met1.png
The bar under the picture is 20 um long.
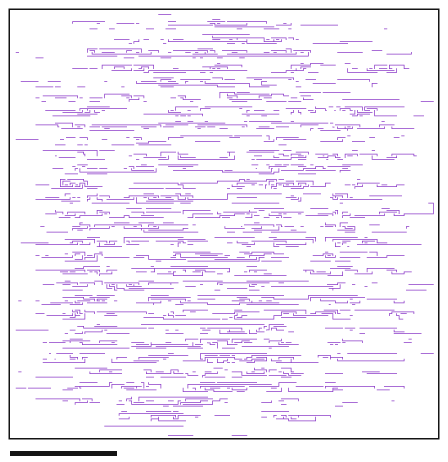
met2.png
The bar under the picture is 20 um long. Cells faint in the background.
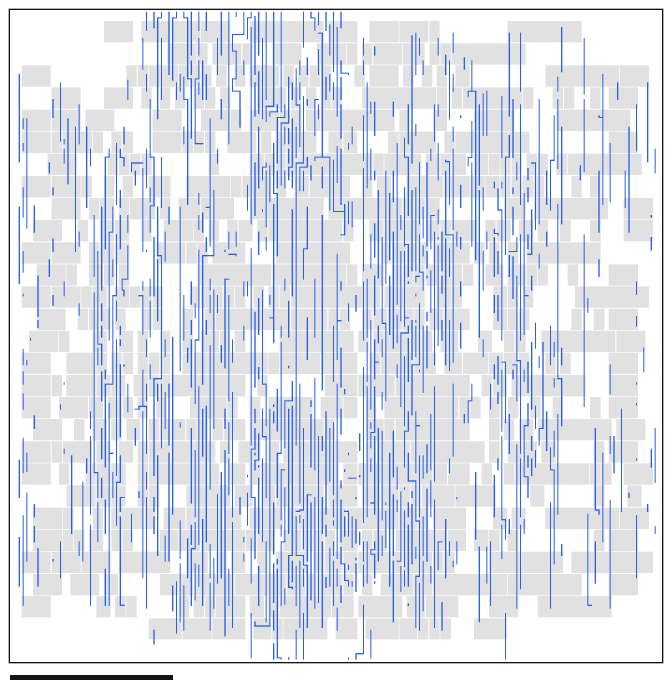
$ cat src/rtl/fxp_add_arbiter.sv
// Round-robin share of one FixedPoint_Adder among NREQ valid/ready requesters; accept at N, result at N+2.
// No new grant while a result sits in HOLD; the result is held stable until res_ready.
module fxp_add_arbiter #(
  parameter int NREQ = 4,
  parameter int WI   = 4,
  parameter int WF   = 4,
  parameter int WIO  = 4,
  parameter int WFO  = 4,
  parameter int SAT  = 1,
  parameter int IDW  = 2
) (
  input  logic                     clk,
  input  logic                     rst_n,
  input  logic [NREQ-1:0]          req_valid,
  output logic [NREQ-1:0]          req_ready,
  input  logic [NREQ*(WI+WF)-1:0]  req_a,
  input  logic [NREQ*(WI+WF)-1:0]  req_b,
  output logic                     res_valid,
  input  logic                     res_ready,
  output logic [WIO+WFO-1:0]       res_data,
  output logic [IDW-1:0]           res_id,
  output logic                     res_ovf,
  output logic [NREQ-1:0]          ovf_sticky,
  input  logic                     clr_ovf
);
  localparam int W  = WI + WF;
  localparam int WO = WIO + WFO;

  localparam logic [1:0] ST_IDLE = 2'd0;
  localparam logic [1:0] ST_EXEC = 2'd1;
  localparam logic [1:0] ST_HOLD = 2'd2;

  localparam logic [WO-1:0] SAT_MAX = {1'b0, {(WO-1){1'b1}}};
  localparam logic [WO-1:0] SAT_MIN = {1'b1, {(WO-1){1'b0}}};

  logic [1:0]      state_q, state_d;
  logic [IDW-1:0]  ptr_q, ptr_d;
  logic [IDW-1:0]  id_q, id_d;
  logic [W-1:0]    a_q, a_d;
  logic [W-1:0]    b_q, b_d;
  logic [WO-1:0]   data_q, data_d;
  logic [IDW-1:0]  rid_q, rid_d;
  logic            vld_q, vld_d;
  logic            ovf_q, ovf_d;
  logic [NREQ-1:0] stk_q, stk_d;

  logic            found;
  logic [IDW-1:0]  win;
  int              cand;
  logic [NREQ-1:0] grant;
  logic [WO-1:0]   sum;
  logic            sum_ovf;

  // First valid requester at or after ptr, wrapping modulo NREQ.
  always_comb begin
    found = 1'b0;
    win   = '0;
    cand  = 0;
    for (int k = 0; k < NREQ; k++) begin
      cand = int'(ptr_q) + k;
      if (cand >= NREQ) begin
        cand = cand - NREQ;
      end
      if (!found && req_valid[cand]) begin
        found = 1'b1;
        win   = cand[IDW-1:0];
      end
    end
  end

  always_comb begin
    grant = '0;
    if (state_q == ST_IDLE && found) begin
      grant[win] = 1'b1;
    end
  end

  // Gated by rst_n so no requester sees a grant while reset is held.
  assign req_ready = rst_n ? grant : '0;

  FixedPoint_Adder #(
    .WI1 (WI),
    .WF1 (WF),
    .WI2 (WI),
    .WF2 (WF),
    .WIO (WIO),
    .WFO (WFO)
  ) u_add (
    .in1      (a_q),
    .in2      (b_q),
    .out      (sum),
    .overFlow (sum_ovf)
  );

  always_comb begin
    state_d = state_q;
    ptr_d   = ptr_q;
    id_d    = id_q;
    a_d     = a_q;
    b_d     = b_q;
    data_d  = data_q;
    rid_d   = rid_q;
    vld_d   = vld_q;
    ovf_d   = ovf_q;
    stk_d   = clr_ovf ? '0 : stk_q;
    case (state_q)
      ST_IDLE: begin
        if (found) begin
          a_d  = req_a[int'(win)*W +: W];
          b_d  = req_b[int'(win)*W +: W];
          id_d = win;
          if (int'(win) == NREQ - 1) begin
            ptr_d = '0;
          end else begin
            ptr_d = win + 1'b1;
          end
          state_d = ST_EXEC;
        end
      end
      ST_EXEC: begin
        // Overflow needs same-sign operands, so A's sign gives the clamp direction.
        if (SAT != 0 && sum_ovf) begin
          data_d = a_q[W-1] ? SAT_MIN : SAT_MAX;
        end else begin
          data_d = sum;
        end
        ovf_d = sum_ovf;
        rid_d = id_q;
        if (sum_ovf) begin
          stk_d[id_q] = 1'b1;
        end
        vld_d   = 1'b1;
        state_d = ST_HOLD;
      end
      ST_HOLD: begin
        if (res_ready) begin
          vld_d   = 1'b0;
          state_d = ST_IDLE;
        end
      end
      default: state_d = ST_IDLE;
    endcase
  end

  always_ff @(posedge clk or negedge rst_n) begin
    if (!rst_n) begin
      state_q <= ST_IDLE;
      ptr_q   <= '0;
      id_q    <= '0;
      a_q     <= '0;
      b_q     <= '0;
      data_q  <= '0;
      rid_q   <= '0;
      vld_q   <= 1'b0;
      ovf_q   <= 1'b0;
      stk_q   <= '0;
    end else begin
      state_q <= state_d;
      ptr_q   <= ptr_d;
      id_q    <= id_d;
      a_q     <= a_d;
      b_q     <= b_d;
      data_q  <= data_d;
      rid_q   <= rid_d;
      vld_q   <= vld_d;
      ovf_q   <= ovf_d;
      stk_q   <= stk_d;
    end
  end

  assign res_valid  = vld_q;
  assign res_data   = data_q;
  assign res_id     = rid_q;
  assign res_ovf    = ovf_q;
  assign ovf_sticky = stk_q;

endmodule

// Signed fixed-point adder: aligns binary points, sums at full precision, truncates extra fraction
// bits and flags overflow when the integer part does not fit in WIO bits; out is the wrapped value.
module FixedPoint_Adder #(
  parameter int WI1 = 4,
  parameter int WF1 = 4,
  parameter int WI2 = 4,
  parameter int WF2 = 4,
  parameter int WIO = 4,
  parameter int WFO = 4
) (
  input  logic [WI1+WF1-1:0] in1,
  input  logic [WI2+WF2-1:0] in2,
  output logic [WIO+WFO-1:0] out,
  output logic               overFlow
);
  localparam int FW0 = (WF1 > WF2) ? WF1 : WF2;
  localparam int FW  = (FW0 > WFO) ? FW0 : WFO;
  localparam int IW0 = ((WI1 > WI2) ? WI1 : WI2) + 1;
  localparam int IW  = (IW0 > WIO) ? IW0 : WIO;
  localparam int EW  = IW + FW;
  localparam int WO  = WIO + WFO;

  logic signed [EW-1:0] x1, x2, s, t;

  assign x1 = $signed({{(EW-WI1-WF1){in1[WI1+WF1-1]}}, in1}) <<< (FW - WF1);
  assign x2 = $signed({{(EW-WI2-WF2){in2[WI2+WF2-1]}}, in2}) <<< (FW - WF2);
  assign s  = x1 + x2;
  assign t  = s >>> (FW - WFO);

  assign out = t[WO-1:0];
  // In range only if every bit above the result's sign bit repeats it.
  assign overFlow = !((&t[EW-1:WO-1]) || !(|t[EW-1:WO-1]));

endmodule
$ cat config.mk
export PLATFORM = sky130hd
export DESIGN_NAME = fxp_add_arbiter
export DESIGN_NICKNAME = d
export VERILOG_FILES = /design/src/rtl/fxp_add_arbiter.sv
export SDC_FILE = /design/constraint.sdc
export NUM_CORES = 1
export LEC_CHECK = 0
export ABC_AREA = 1
export CAP_MARGIN = 5
export CORE_UTILIZATION = 47
export DETAILED_ROUTE_END_ITERATION = 10
export GPL_TIMING_DRIVEN = 0
export PLACE_DENSITY = 0.8
export SETUP_SLACK_MARGIN = 0.15
export SLEW_MARGIN = 20
export SYNTH_ARGS = -nofsm -noshare
export SYNTH_HDL_FRONTEND = slang
export SYNTH_SLANG_ARGS = --single-unit
$ cat constraint.sdc
create_clock -name clk -period 3.5 [get_ports clk]
set_clock_uncertainty 0.1 [all_clocks]
set_input_delay 0.875 -clock clk [delete_from_list [all_inputs] [get_ports clk]]
set_output_delay 0.875 -clock clk [all_outputs]
set_load 0.005 [all_outputs]
==> reports/results.tsv <==
metric	value	unit
nClkBuffers	5	
first_global_vias	2976	
drive_gt1_share	17.0	%
routed-wl-met2	4100	um
pin_count	92	
hold_class	reg2reg	
fmax	300	MHz
grt_max_degree	26	
drt_iter0_markers	171	
dpl.hpwl	5580	um
ant_nets	0	
p_int	2610	uW
p_clk	369	uW
dieHeight	80.2	um
p_total	5240	uW
comb_power	4060	uW
nNonClkBuffers	121	
stdcell_count	644	
wl_met3	499	um
setup_viol	0	
place_area	0.00390	mm^2
crit_chain	buf_6 -> inv_2 -> nand2_4 -> nand3_4 -> nand2_4 -> nor2_4 -> nand4_1 -> nand2_2 -> buf_6 -> buf_8 -> ha_4 -> nand2_2 -> nor2_2 -> buf_2	
drcViolationCount	0	
hp-start	res_data[4]	
reg2reg_from	a_q[0]	
power_leader	combinational logic	
simple_gate_share	45.7	%
hold_viol_final	0	
sequentialPower	816	uW
logic_area	0.00183	mm^2
ys_seq_share	33.1	%
crit_end	req_ready[1]	
grt_pass1_wl	12700	um
largest_class	multi-input combinational cells	
yosys-stat-area	0.00287	mm^2
rsz0062_at_grt	yes	
inverters	46	
syn_to_final_growth	52.2	%
yosys_cells	454	
vias	3245	
clk_pin_slew	0.07	ns
cts_resized	68	
outcome	completed	
ys_sh_xor	1.52	%
irDropWorstVdd	0.743	mV
diodes	0	
yosys_warnings	0	
final_max_slew_viol_count	0	
final_util	73.9	%
worst_pin_slew	0.464	ns
wire_per_inst	12.8	um
place_ws	-0.708	ns
highest_layer	met4	
grtUsageMet1	30.0	%
combPwrFrac	77.4	%
p_switching	2640	uW
tool_warnings	30	
ys_ff	38	
edf_count	0	
area_leaders	dfrtp_1 (33%), nand2_1 (31%), nand3_1 (9.6%)	
top_cell	nand2_1	
lay_top_count	nand2_1	
nWellTaps	75	
slowest_delay	0.18	ns
## Picture notes: met1.png
longest straight run = 31.7 um
main direction = horizontal
wire length on this layer = 3,450 um
nets with wire on the layer = 574
share of all routed wire = 42%

## Picture notes: met2.png
longest straight run = 34.7 um
main direction = vertical
wire length on this layer = 4,100 um
share of all routed wire = 50%
nets with wire on the layer = 497

